## config.mk

```make
export PLATFORM = sky130hd
export DESIGN_NAME = uart_rx_word_packer
export DESIGN_NICKNAME = d
export VERILOG_FILES = /design/src/rtl/uart_pkg.sv /design/src/rtl/sync_fifo.sv /design/src/rtl/uart_rx_word_packer.sv
export SDC_FILE = /design/constraint.sdc
export NUM_CORES = 1
export LEC_CHECK = 0
export CORE_MARGIN = 8
export CORE_UTILIZATION = 25
export CTS_CLUSTER_SIZE = 8
export DETAILED_ROUTE_END_ITERATION = 16
export GPL_TIMING_DRIVEN = 0
export PLACE_DENSITY_LB_ADDON = 0.1
export SYNTH_ARGS = -nofsm -noshare
export SYNTH_HDL_FRONTEND = slang
export SYNTH_HIERARCHICAL = 1
export SYNTH_SLANG_ARGS = --single-unit
```

## constraint.sdc

```tcl
create_clock -name clk -period 4.45 [get_ports clk]
set_clock_uncertainty 0.2 [all_clocks]
set_input_delay 0.6675 -clock clk [delete_from_list [all_inputs] [get_ports clk]]
set_output_delay 0.6675 -clock clk [all_outputs]
set_load 0.02 [all_outputs]
```

## src/rtl/uart_pkg.sv

```systemverilog
// Shared constants for the UART receive path: byte/word geometry and the
// default inter-byte timeout.
package uart_pkg;

  localparam int BYTE_W                 = 8;
  localparam int WORD_W                 = 32;
  localparam int BYTES_PER_WORD         = WORD_W / BYTE_W;
  localparam int DEFAULT_TIMEOUT_CYCLES = 50000;

endpackage

```

## src/rtl/sync_fifo.sv

```systemverilog
// Single-clock FIFO with registered storage; a pushed entry is visible at
// dout one cycle after the push edge. dout reads as zero while empty.
module sync_fifo #(
  parameter int WIDTH = 32,
  parameter int DEPTH = 2
) (
  input  logic             clk,
  input  logic             rst_n,
  input  logic             push,
  input  logic [WIDTH-1:0] din,
  output logic             full,
  input  logic             pop,
  output logic [WIDTH-1:0] dout,
  output logic             empty
);

  localparam int AW = $clog2(DEPTH);
  localparam logic [AW:0] PTR_ONE = (AW+1)'(1);

  logic [WIDTH-1:0] mem [DEPTH];
  logic [AW:0]      wr_ptr;
  logic [AW:0]      rd_ptr;
  logic             do_push;
  logic             do_pop;

  // Extra pointer MSB distinguishes full from empty when the indices match.
  assign empty   = (wr_ptr == rd_ptr);
  assign full    = (wr_ptr[AW] != rd_ptr[AW]) && (wr_ptr[AW-1:0] == rd_ptr[AW-1:0]);
  assign do_push = push & ~full;
  assign do_pop  = pop & ~empty;
  assign dout    = empty ? '0 : mem[rd_ptr[AW-1:0]];

  always_ff @(posedge clk) begin
    if (!rst_n) begin
      wr_ptr <= '0;
      rd_ptr <= '0;
    end else begin
      if (do_push) wr_ptr <= wr_ptr + PTR_ONE;
      if (do_pop)  rd_ptr <= rd_ptr + PTR_ONE;
    end
  end

  always_ff @(posedge clk) begin
    if (do_push) mem[wr_ptr[AW-1:0]] <= din;
  end

endmodule

```

## src/rtl/uart_rx_word_packer.sv

```systemverilog
// Packs the UART receiver's byte stream little-endian into 32-bit words,
// buffers them for a ready/valid consumer, and drops stale partial words.
module uart_rx_word_packer
  import uart_pkg::*;
#(
  parameter int FIFO_DEPTH     = 2,
  parameter int TIMEOUT_CYCLES = DEFAULT_TIMEOUT_CYCLES,
  parameter int CNT_W          = 16
) (
  input  logic              clk,
  input  logic              rst_n,
  input  logic              enable,
  input  logic [BYTE_W-1:0] rx_data,
  input  logic              rx_valid,
  output logic              rx_ready,
  output logic [WORD_W-1:0] word_data,
  output logic              word_valid,
  input  logic              word_ready,
  output logic              partial_drop,
  output logic              overflow,
  input  logic              clear_flags,
  output logic [CNT_W-1:0]  word_count
);

  localparam int IDX_W = $clog2(BYTES_PER_WORD);
  localparam int ASM_W = (BYTES_PER_WORD - 1) * BYTE_W;
  localparam int TO_W  = $clog2(TIMEOUT_CYCLES);
  localparam logic [IDX_W-1:0] LAST_IDX = IDX_W'(BYTES_PER_WORD - 1);
  localparam logic [IDX_W-1:0] IDX_ONE  = IDX_W'(1);
  localparam logic [TO_W-1:0]  TO_LAST  = TO_W'(TIMEOUT_CYCLES - 1);
  localparam logic [TO_W-1:0]  TO_ONE   = TO_W'(1);
  localparam logic [CNT_W-1:0] CNT_ONE  = CNT_W'(1);

  logic [IDX_W-1:0]  byte_idx;
  logic [ASM_W-1:0]  asm_q;
  logic [TO_W-1:0]   to_cnt;
  logic              fifo_full;
  logic              fifo_empty;
  logic              accept;
  logic              push;
  logic              pop;
  logic              to_hit;
  logic              ovf_set;
  logic [WORD_W-1:0] word;

  assign rx_ready   = enable & rst_n & ~fifo_full;
  assign accept     = rx_valid & rx_ready;
  assign push       = accept & (byte_idx == LAST_IDX);
  assign word_valid = ~fifo_empty;
  assign pop        = word_valid & word_ready;
  assign to_hit     = (byte_idx != '0) && (to_cnt == TO_LAST);
  assign ovf_set    = rx_valid & ~rx_ready & enable;
  // The final byte goes straight into the FIFO; only the lower lanes are held.
  assign word       = {rx_data, asm_q};

  // An accepted byte always beats a timeout or an enable drop in the same cycle.
  always_ff @(posedge clk) begin
    if (!rst_n) begin
      byte_idx     <= '0;
      asm_q        <= '0;
      to_cnt       <= '0;
      partial_drop <= 1'b0;
      overflow     <= 1'b0;
      word_count   <= '0;
    end else begin
      partial_drop <= 1'b0;
      if (accept) begin
        for (int k = 0; k < BYTES_PER_WORD - 1; k++) begin
          if (byte_idx == IDX_W'(k)) asm_q[k*BYTE_W +: BYTE_W] <= rx_data;
        end
        byte_idx <= byte_idx + IDX_ONE;
        to_cnt   <= '0;
      end else if (!enable) begin
        byte_idx <= '0;
        to_cnt   <= '0;
      end else if (byte_idx != '0) begin
        if (to_hit) begin
          byte_idx     <= '0;
          to_cnt       <= '0;
          partial_drop <= 1'b1;
        end else begin
          to_cnt <= to_cnt + TO_ONE;
        end
      end
      if (push) word_count <= word_count + CNT_ONE;
      overflow <= ovf_set | (overflow & ~clear_flags);
    end
  end

  sync_fifo #(
    .WIDTH (WORD_W),
    .DEPTH (FIFO_DEPTH)
  ) u_fifo (
    .clk   (clk),
    .rst_n (rst_n),
    .push  (push),
    .din   (word),
    .full  (fifo_full),
    .pop   (pop),
    .dout  (word_data),
    .empty (fifo_empty)
  );

endmodule

```

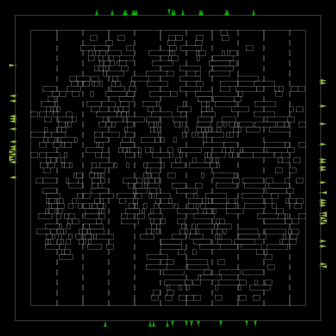
Figure 1: placed standard cells.
Post-Layout Cell Count: 846
flop count: 129
register share of the cell area: 45.5%
Fillers: 2170
Rows: 54

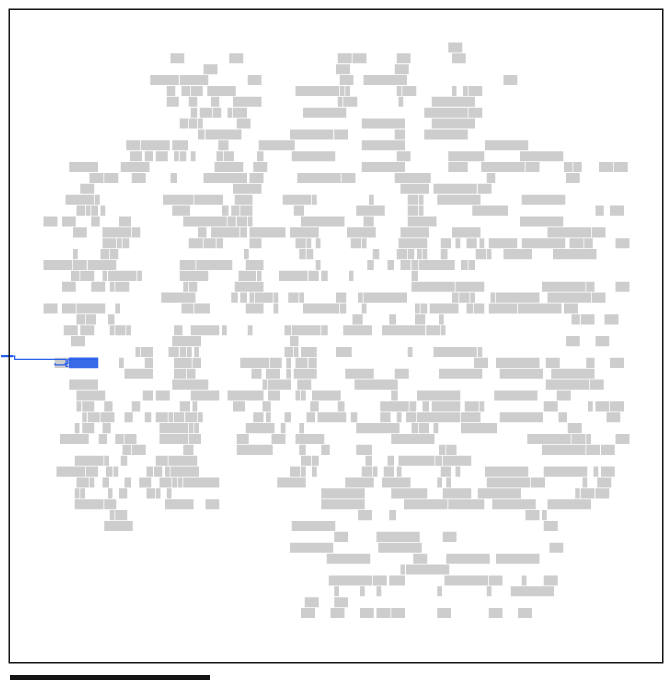
Figure 2: I/O nets highlighted.
The bar under the picture is 50 um long.
Key: blue = partial_drop [bits 1, direction output, edge left, end cells 1, wire 28.9 um]
I/O Buffers: 65
# IOs: 66

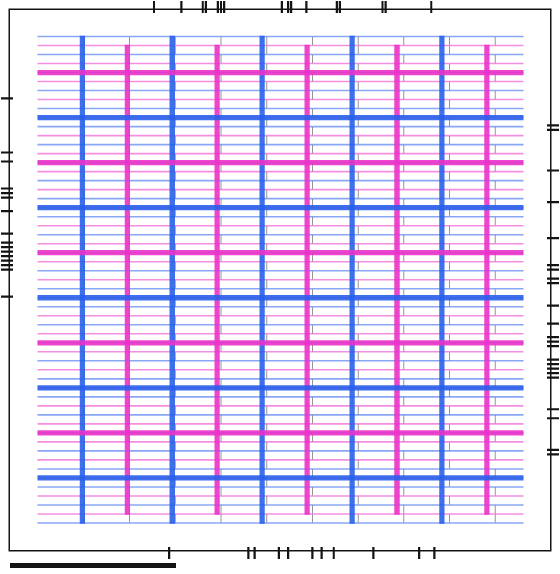
Figure 3: power grid.
The bar under the picture is 50 um long. Pins as bars on the die edge. Tap cells in gray.
Key: magenta = VDD; blue = VSS
66 signal pins sit on the boundary. 55 met1 rails follow the rows.
core area: 21600 um2
die height: 163 um
VDD IR max: 0.243 mV

==> results_dict.tcl <==
# place-and-route summary
set metrics [dict create \
    utilization_pct 32.8 \
    regArea_um2 3220 \
    power_density_nw_per_um2 395 \
    max_cap_viol_count 0 \
    drt_iter0_drc 154 \
    place_ws_ns 0.981 \
    power.total_uw 2800 \
    grt_pass1_wl_mm 20.6 \
    holdPathStages 0 \
    ys_top_cells_by_area "edfxtp_1 (36%), dfxtp_1 (24%), mux2i_1 (7.4%)" \
    n_antenna_cell 0 \
    worst_hold_slack_ns 0.251 \
    setup_viol 0 \
    hold_violations 0 \
    status "finished clean" \
    seq_power_share_pct 44.5 \
    yosys_area_um2 5410 \
    logic_gate_count 308 \
    critical_path_class "in -> out" \
    grt_most_used_layer "met2" \
    synth.comb.largest_family "simple AND/OR/NAND/NOR gates" \
    largest_reg_flops 64 \
    fp_util_pct 25.1 \
    ff2ff_path_depth 7 \
    common_cells "dfxtp_1 (65), edfxtp_1 (64), nand2_1 (48), nor2_1 (45), mux2i_1 (40)" \
    ant_nets 0 \
    cp_common_cell "clkdlybuf4s50_1" \
]
